Gate families picked out:
The bar under the picture is 20 um long.
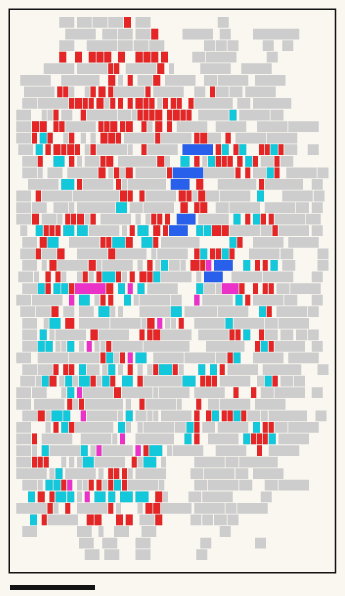
Clock network drawn from the DEF:
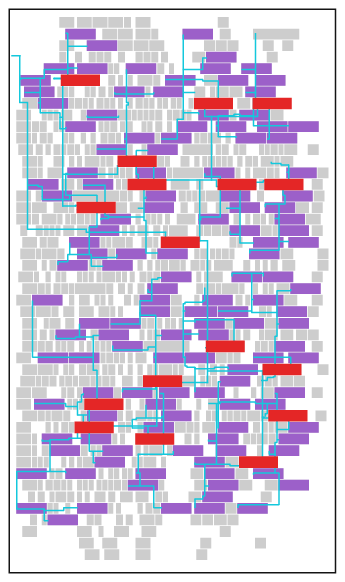
Close-up of the layout:
The bar under the picture is 10 um long. Region (26, 27) to (51, 52) um. Cells in grey, sequential cells in the stronger grey; small squares are vias.
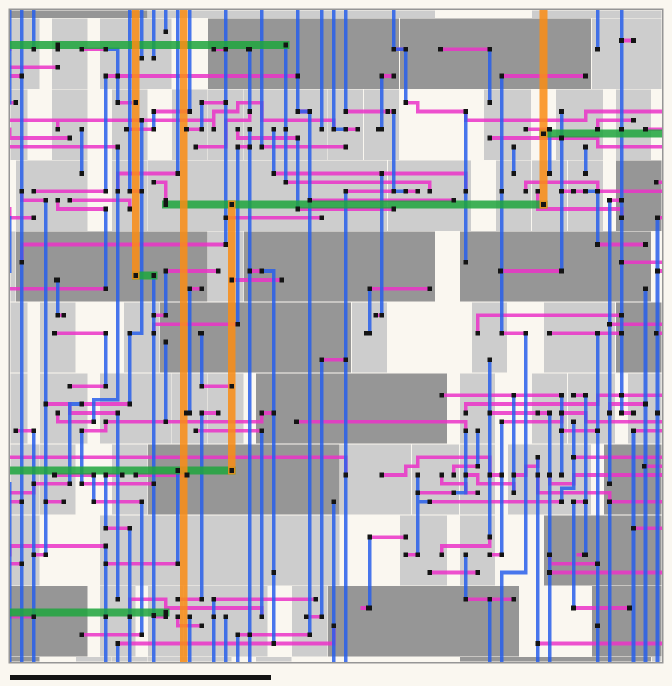
===== config.mk =====
export PLATFORM = sky130hd
export DESIGN_NAME = add_32_serial
export DESIGN_NICKNAME = d
export VERILOG_FILES = /design/src/rtl/add_32_serial.sv
export SDC_FILE = /design/constraint.sdc
export NUM_CORES = 1
export LEC_CHECK = 0
export ABC_AREA = 1
export CAP_MARGIN = 20
export CORE_ASPECT_RATIO = 1.75
export CORE_UTILIZATION = 56
export DETAILED_ROUTE_END_ITERATION = 16
export PLACE_DENSITY = 0.9
export SLEW_MARGIN = 0
export SYNTH_ARGS = -nofsm -noshare
export SYNTH_HDL_FRONTEND = slang
export SYNTH_SLANG_ARGS = --single-unit

===== constraint.sdc =====
create_clock -name clk -period 2.6 [get_ports clk]
set_input_delay 0.52 -clock clk [delete_from_list [all_inputs] [get_ports clk]]
set_output_delay 0.52 -clock clk [all_outputs]
set_load 0.1 [all_outputs]

===== src/rtl/add_32_serial.sv =====
// add_32_serial: multi-cycle adder computing {cout, sum} = in0 + in1 + cin STEP bits per clock
module add_32_serial #(
  parameter int WIDTH = 32,
  parameter int STEP  = 4
) (
  input  logic             clk,
  input  logic             reset,
  input  logic             start,
  input  logic [WIDTH-1:0] in0,
  input  logic [WIDTH-1:0] in1,
  input  logic             cin,
  output logic [WIDTH-1:0] sum,
  output logic             cout,
  output logic             busy,
  output logic             done
);
  localparam int N  = WIDTH / STEP;
  localparam int CW = (N > 1) ? $clog2(N) : 1;
  if (STEP < 1 || WIDTH % STEP != 0) begin : g_bad_step
    $error("add_32_serial: STEP must divide WIDTH");
  end
  typedef enum logic {IDLE, RUN} state_t;
  state_t           state;
  logic [WIDTH-1:0] a, b, p, p_next;
  logic             c;
  logic [CW-1:0]    cnt;
  logic [STEP:0]    slice;
  logic             last;
  // one STEP-bit slice add on the low operand bits plus the carry flop; the new slice enters the partial result at the top
  always_comb begin
    slice  = {1'b0, a[STEP-1:0]} + {1'b0, b[STEP-1:0]} + {{STEP{1'b0}}, c};
    p_next = WIDTH'({slice[STEP-1:0], p} >> STEP);
    last   = cnt == CW'(N - 1);
  end
  // control FSM with shift datapath; outputs only update on the completing step
  always_ff @(posedge clk) begin
    if (reset) begin
      state <= IDLE;
      a     <= '0;
      b     <= '0;
      p     <= '0;
      c     <= 1'b0;
      cnt   <= '0;
      sum   <= '0;
      cout  <= 1'b0;
      busy  <= 1'b0;
      done  <= 1'b0;
    end else begin
      done <= 1'b0;
      if (state == IDLE) begin
        if (start) begin
          a     <= in0;
          b     <= in1;
          c     <= cin;
          p     <= '0;
          cnt   <= '0;
          busy  <= 1'b1;
          state <= RUN;
        end
      end else begin
        a   <= a >> STEP;
        b   <= b >> STEP;
        c   <= slice[STEP];
        p   <= p_next;
        cnt <= cnt + 1'b1;
        if (last) begin
          sum   <= p_next;
          cout  <= slice[STEP];
          done  <= 1'b1;
          busy  <= 1'b0;
          state <= IDLE;
        end
      end
    end
  end
endmodule


==> run_results.csv <==
group,metric,value,unit
run_status,run_status,"finished clean",
placement,io_buffers,102,
placement,routabilityCongestion,0.808,
floorplanning,fp.dieH,132,um
logic_synthesis,ys.flop_type,"dfxtp_1",
final_timing,clock.fmax,495,MHz
clocking,htreeDepth,4,
floorplanning,core_area,9410,um2
logic_synthesis,avgSynthCellArea,7.83,um2
final_timing,setup_viol,0,
final_timing,finalHoldViolCount,0,
final_timing,finalCritPeriodShare,77.8,%
logic_synthesis,synth.cellmix.simpleShare,21.2,%
grt,first_global_vias,4835,
final_timing,finClkSkew,0.00565,ns
finish,num_antenna_cells,0,
logic_synthesis,xor_share,0.162,%
final_timing,tns,0,ns
logic_synthesis,synth.distinct_cells,26,
clocking,cts_buffers,17,
logic_synthesis,fp_nets,767,
logic_synthesis,yosysSeqAreaShare,48.8,%
floorplanning,initial_core_util,57.6,%
route,via_count,4913,
placement,dp_hpwl,8.88,mm
grt,gr-total-overflow,0,
critical_path,worstPathRequired,2.91,ns
power,p_per_area,727,nW/um2
critical_path,worst_setup_path_end_kind,"flip-flop",
critical_path,critPathArrivalTime,2.33,ns
floorplanning,chipArea,10100,um2
clocking,cts_tree,"built",
logic_synthesis,yosysWarnings,0,
logic_synthesis,edf_count,0,
run,max-cap-violations,0,
About 'gate families picked out':
[red] nand cells | cells: 259 | most used: nand2_1 | where: widely spread
[blue] fa/ha/maj cells | cells: 7 | most used: ha_1
[magenta] nor cells | cells: 16 | most used: nor2_1
[cyan] aoi and oai cells | cells: 98 | most used: a21oi_1

About 'clock network drawn from the DEF':
[cyan] clock wires | length: 1400 um
[red] clock-net drivers | count: 17
[purple] flip-flops | count: 132
routed clock nets: 18

About 'close-up of the layout':
[blue] M2
[orange] M4
[green] M3
[magenta] M1
netlist names of flops here include: b (5), p (5)
most frequent: nand2_1 (17), inv_1 (11), dfxtp_1 (10)
sequential cells in the window: 10
cells with their middle in the window: 60

registers in the layout, indices dropped and copies added (netlist names):
name   cells
sum       32
cnt        3
done       1
busy       1
cout       1
c          1
p         28
b         32
state      1
a         32
logic make-up after synthesis:
logic type,after synthesis
flip-flops,132
adder cells (fa/ha/maj),7
XOR/XNOR,1
buffers and inverters,148
AND-OR/OR-AND,129
AND/OR/NAND/NOR,275
layout make-up:
| class | instances | area [um2] | share of cell area (%) |
|---|---|---|---|
| inverter | 101 | 379 | 5.53 |
| timing repair buffer | 108 | 973 | 14.2 |
| tap | 122 | 153 | 2.23 |
| multi-input combinational | 412 | 2100 | 30.7 |
| clock inverter | 15 | 181 | 2.65 |
| sequential | 132 | 2640 | 38.5 |
| clock buffer | 17 | 425 | 6.20 |
worst max-delay path, cell delays in order, from the launching register on:
cell,delay (ns)
dfxtp_2,0.71
inv_2,0.41
buf_4,0.36
nand3_1,0.14
o221ai_1,0.13
nand2_1,0.10
inv_1,0.05
cell usage after synthesis, types with 2 or more instances:
master and number:
nand2_1 187, dfxtp_1 132, inv_1 97, nand3_1 69
a21oi_1 43, a22o_1 31, o21ai_0 25, buf_2 24
o211ai_1 16, nor2_1 14, buf_4 9, o221ai_1 9
buf_6 7, clkbuf_1 6, ha_1 5, inv_2 3
nand2_2 3, a22oi_1 2, fa_1 2, o21ai_1 2
layout by cell type, fill, tap and decap left out, drive strengths merged, types with 9 or more instances in the layout:
master	instances
dfxtp	132
o21ai	27
buf	42
nand2	190
o211ai	16
nor2	16
clkdlybuf4s50	66
a22o	31
nand3	69
inv	103
clkbuf	17
a21oi	43
o221ai	9
stage by stage:
step                      cell area, um2  utilization [%]  total power [uW]  worst slack [ns]  hold WS (ns)
after CTS                           6860             72.9              5000             0.592         0.462
after global placement              6250             66.4              2580             0.542         0.442
after floorplan                     5420                -              2450              1.02         0.432
after global routing                6860             72.9              5160             0.426         0.473
final                               6860             72.9              4980             0.578         0.462
after detailed placement            6250             66.4              2600             0.505         0.453
per-layer routing:
layer  GRT usage [%]  share of wire, %  wire [um]  vias to the layer above
met3            5.19               4.4        574                       43
met2            50.2                55       7140                      172
met1            28.2                36       4700                     2311
met5               0                 0          0                        -
li1                -                 -          -                     2387
met4            14.0               3.9        500                        0
where the power goes:
part / internal (uW) / total, uW / switching (uW)
sequential: 2090 / 2140 / 45.4
combinational: 183 / 430 / 247
clock: 1510 / 2420 / 904
worst paths after layout:
check	depth (start not counted)	slack, ns	to	start
setup / recovery	6	0.58	a[8]	state
hold reg to reg	2	0.46	b[29]	b[29]
setup reg to reg	6	0.58	a[8]	state
hold / removal	2	0.46	b[29]	b[29]
Power and IR drop assume default switching activity.
